===== config.mk =====
export PLATFORM = sky130hd
export DESIGN_NAME = divide
export DESIGN_NICKNAME = d
export VERILOG_FILES = /design/src/rtl/divide_pkg.sv /design/src/rtl/divide_step.sv /design/src/rtl/divide.sv
export SDC_FILE = /design/constraint.sdc
export NUM_CORES = 1
export LEC_CHECK = 0
export CORE_MARGIN = 2
export CORE_UTILIZATION = 60
export DETAILED_ROUTE_END_ITERATION = 12
export HOLD_SLACK_MARGIN = 0.06
export PLACE_DENSITY = 0.86
export SKIP_CTS_REPAIR_TIMING = 1
export SYNTH_ARGS = -nofsm -noshare
export SYNTH_HDL_FRONTEND = slang
export SYNTH_SLANG_ARGS = --single-unit

===== constraint.sdc =====
create_clock -name clk -period 4 [get_ports clk]
set_input_delay 1.2 -clock clk [delete_from_list [all_inputs] [get_ports clk]]
set_output_delay 1.2 -clock clk [all_outputs]
set_load 0.02 [all_outputs]

===== src/rtl/divide_pkg.sv =====
// divide_pkg: shared types and helpers for the iterative signed divider.
//   state_t   - divider FSM states
//   DIVIDE_W  - operand width the package helpers are sized for
//   CNT_W     - iteration counter width
//   abs_ext() - two's-complement magnitude widened to DIVIDE_W+1 bits
package divide_pkg;

  localparam int unsigned DIVIDE_W = 8;
  localparam int unsigned CNT_W    = $clog2(DIVIDE_W);

  typedef enum logic [1:0] {
    IDLE,
    BUSY,
    FIX,
    DONE
  } state_t;

  // One extra bit so that |-2^(W-1)| is representable.
  function automatic logic [DIVIDE_W:0] abs_ext(input logic [DIVIDE_W-1:0] x);
    logic [DIVIDE_W:0] xe;
    xe = {x[DIVIDE_W-1], x};
    return x[DIVIDE_W-1] ? (~xe + 1'b1) : xe;
  endfunction

endpackage


===== src/rtl/divide_step.sv =====
// divide_step: one combinational restoring shift-compare-subtract stage.
//   rem      in  [W:0]   partial remainder
//   quo      in  [W-1:0] partial quotient / remaining dividend bits
//   dvs      in  [W:0]   divisor magnitude
//   rem_nxt  out [W:0]   remainder after this stage
//   quo_nxt  out [W-1:0] quotient after this stage (new bit in LSB)
module divide_step #(
  parameter int unsigned W = 8
) (
  input  logic [W:0]   rem,
  input  logic [W-1:0] quo,
  input  logic [W:0]   dvs,
  output logic [W:0]   rem_nxt,
  output logic [W-1:0] quo_nxt
);

  logic [W+1:0] sh;
  logic [W+1:0] diff;
  logic         ge;

  always_comb begin
    sh      = {rem, quo[W-1]};
    diff    = sh - {1'b0, dvs};
    ge      = (sh >= {1'b0, dvs});
    rem_nxt = ge ? (W+1)'(diff) : (W+1)'(sh);
    quo_nxt = {quo[W-2:0], ge};
  end

endmodule


===== src/rtl/divide.sv =====
// divide: iterative signed integer divider, one quotient bit per cycle.
//   clk      in   clock
//   rst      in   synchronous active-high reset
//   s_data   in   [0] dividend, [1] divisor (signed, W bits)
//   s_valid  in   operand pair valid
//   s_ready  out  operands accepted (registered, high only in IDLE)
//   m_data   out  [0] quotient, [1] remainder (signed, W bits)
//   m_valid  out  result valid, held until m_ready
//   m_ready  in   downstream accepts result
// Optional: define DIVIDE_BYPASS_EN to finish divisors 0/+1/-1 without
// iterating.
module divide
  import divide_pkg::*;
#(
  parameter int unsigned W = DIVIDE_W
) (
  input  logic                clk,
  input  logic                rst,
  input  logic [1:0][W-1:0]   s_data,
  input  logic                s_valid,
  output logic                s_ready,
  output logic [1:0][W-1:0]   m_data,
  output logic                m_valid,
  input  logic                m_ready
);

  state_t             state, state_nxt;
  logic [W:0]         rem, rem_n, step_rem;
  logic [W-1:0]       quo, quo_n, step_quo;
  logic [W:0]         dvs, dvs_n;
  logic               a_neg, a_neg_n;
  logic               q_neg, q_neg_n;
  logic [CNT_W-1:0]   cnt, cnt_n;
  logic [1:0][W-1:0]  m_data_n;
  logic               m_valid_n;
  logic [W:0]         abs_a, abs_b;
  logic [W-1:0]       rem_lo;

  assign abs_a  = abs_ext(s_data[0]);
  assign abs_b  = abs_ext(s_data[1]);
  assign rem_lo = rem[W-1:0];

  divide_step #(.W(W)) u_step (
    .rem     (rem),
    .quo     (quo),
    .dvs     (dvs),
    .rem_nxt (step_rem),
    .quo_nxt (step_quo)
  );

  always_comb begin
    state_nxt = state;
    rem_n     = rem;
    quo_n     = quo;
    dvs_n     = dvs;
    a_neg_n   = a_neg;
    q_neg_n   = q_neg;
    cnt_n     = cnt;
    m_data_n  = m_data;
    m_valid_n = m_valid;
    case (state)
      IDLE: begin
        if (s_valid && s_ready) begin
          rem_n     = '0;
          quo_n     = abs_a[W-1:0];
          dvs_n     = abs_b;
          a_neg_n   = s_data[0][W-1];
          // Zero divisor counts as positive so the all-ones quotient the
          // loop produces is reported as -1 regardless of dividend sign.
          q_neg_n   = (s_data[0][W-1] ^ s_data[1][W-1]) && (s_data[1] != '0);
          cnt_n     = CNT_W'(W - 1);
          state_nxt = BUSY;
`ifdef DIVIDE_BYPASS_EN
          // Preload the magnitudes the loop would have produced; FIX
          // applies the signs exactly as on the iterative path.
          if (s_data[1] == '0) begin
            quo_n     = '1;
            rem_n     = abs_a;
            state_nxt = FIX;
          end else if (s_data[1] == W'(1) || s_data[1] == '1) begin
            quo_n     = abs_a[W-1:0];
            rem_n     = '0;
            state_nxt = FIX;
          end
`endif
        end
      end
      BUSY: begin
        rem_n = step_rem;
        quo_n = step_quo;
        if (cnt == '0) begin
          state_nxt = FIX;
        end else begin
          cnt_n = cnt - 1'b1;
        end
      end
      FIX: begin
        m_data_n[0] = q_neg ? (~quo + 1'b1) : quo;
        m_data_n[1] = a_neg ? (~rem_lo + 1'b1) : rem_lo;
        m_valid_n   = 1'b1;
        state_nxt   = DONE;
      end
      DONE: begin
        if (m_ready) begin
          m_valid_n = 1'b0;
          state_nxt = IDLE;
        end
      end
      default: state_nxt = IDLE;
    endcase
  end

  always_ff @(posedge clk) begin
    if (rst) begin
      state   <= IDLE;
      rem     <= '0;
      quo     <= '0;
      dvs     <= '0;
      a_neg   <= 1'b0;
      q_neg   <= 1'b0;
      cnt     <= '0;
      m_data  <= '0;
      m_valid <= 1'b0;
      s_ready <= 1'b0;
    end else begin
      state   <= state_nxt;
      rem     <= rem_n;
      quo     <= quo_n;
      dvs     <= dvs_n;
      a_neg   <= a_neg_n;
      q_neg   <= q_neg_n;
      cnt     <= cnt_n;
      m_data  <= m_data_n;
      m_valid <= m_valid_n;
      s_ready <= (state_nxt == IDLE);
    end
  end

endmodule


Fig. 1: PDN straps and rails
The bar under the picture is 20 µm long. Pins as bars on the die edge. Tap cells in grey.
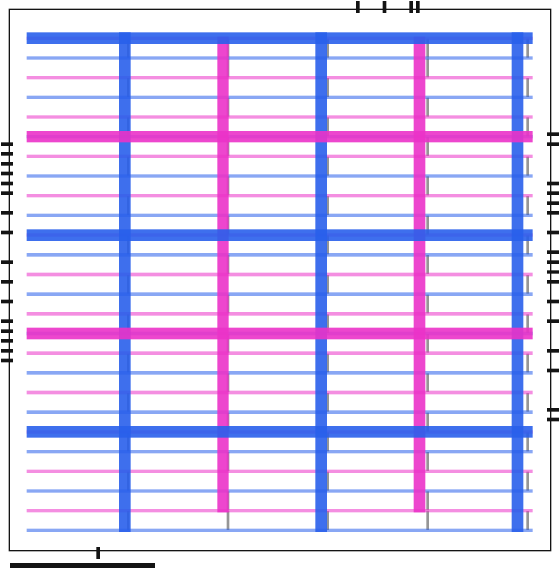
Key: VDD = magenta; VSS = blue
5 straps on met4. The core has 25 rows. 26 met1 rails follow the rows. 67 tap cells.
core area: 4750 µm²
Vert. Die Dim: 74.6 µm
width of the chip: 74.6 µm

Fig. 2: routed metal per tile
15 x 15 tiles, from dark blue (low) to red (high), scaled to the fullest tile. Values are wire area over tile area, all layers added.
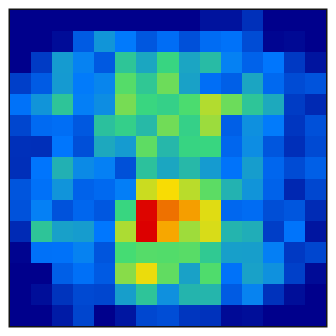
The emptiest ninth of the die: lower left. The fullest tile reaches 0.69. 13% of the tiles are nearly empty.

==> Slide: Implementation Results <==
Synthesis and Place & Route Summary

Outcome
  – Result of the run: completed

Final layout
  – Max FFs per register: 16
  – Sequential cell count: between 50 and 60
  – Most instantiated logic cell after routing: sky130_fd_sc_hd__dfxtp_1

Yosys
  – Async set-or-reset flop fraction in the synthesized netlist: 0%
  – Largest area contributor in the netlist: sky130_fd_sc_hd__dfxtp_1
  – Post-synth tally of flip-flops with integrated enable: 0
  – Main flop type: sky130_fd_sc_hd__dfxtp_1
  – Share of the synthesized area in the top cell type: 34.1%
  – Post-synthesis sequential area ratio: 34.1%
  – Number of distinct standard cells referenced by the synthesized netlist: 52
  – Syn Std Cell Area: between 2000 and 3000 µm²

Route
  – DRC violation total after the first TritonRoute iteration: between 200 and 250
  – Met3 routed WL: 368 µm
  – Remaining number of nets flagged by the antenna check after routing: 0
  – M1 wire length: 2890 µm
  – WL met2: around 2900 µm

Worst setup path
  – Critical path depth: 6
  – Sort of element at the start of the critical path: input pin

Global routing
  – Most heavily used metal layer in global routing: met2
  – Met3 track utilization from global routing: 4.55%
  – Global-route track usage on met2: about two fifths
  – Number of global-route vias before repair: between 2000 and 2500
  – Met1 Use GR: around a third

Timing
  – Least-Margin Pin Slew: around 1.1 ns
  – Fin Setup TNS: 0 ns

Worst hold path
  – Cell count of the worst hold path: 2
  – Hold WC Path Type: reg2reg

Job
  – Maximum Capacitance Violations: 0

Floorplan
  – Die footprint: between 5000 and 6000 µm²
  – Top Ports: 38

Pwr
  – Power density relative to cell area: about 860 nW/µm²
Fig. 3: placement view
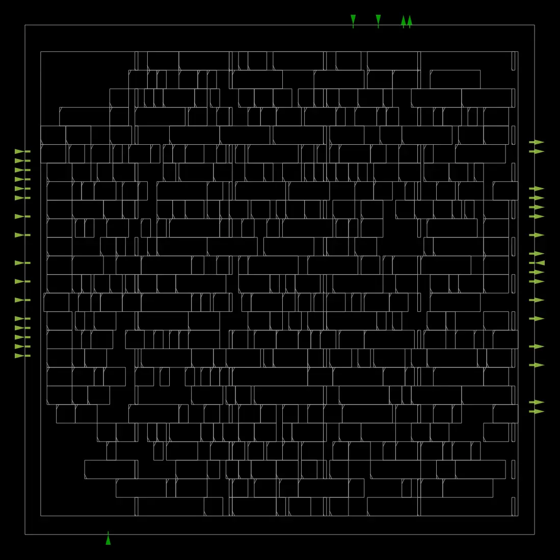
fraction of standard cell area that is sequential: 29.5%
number of cells in the finished layout apart from fillers: 448
num rows: 25
fraction of the core area covered by cells at the end of the flow: 72.8%

Power and IR drop assume default switching activity.
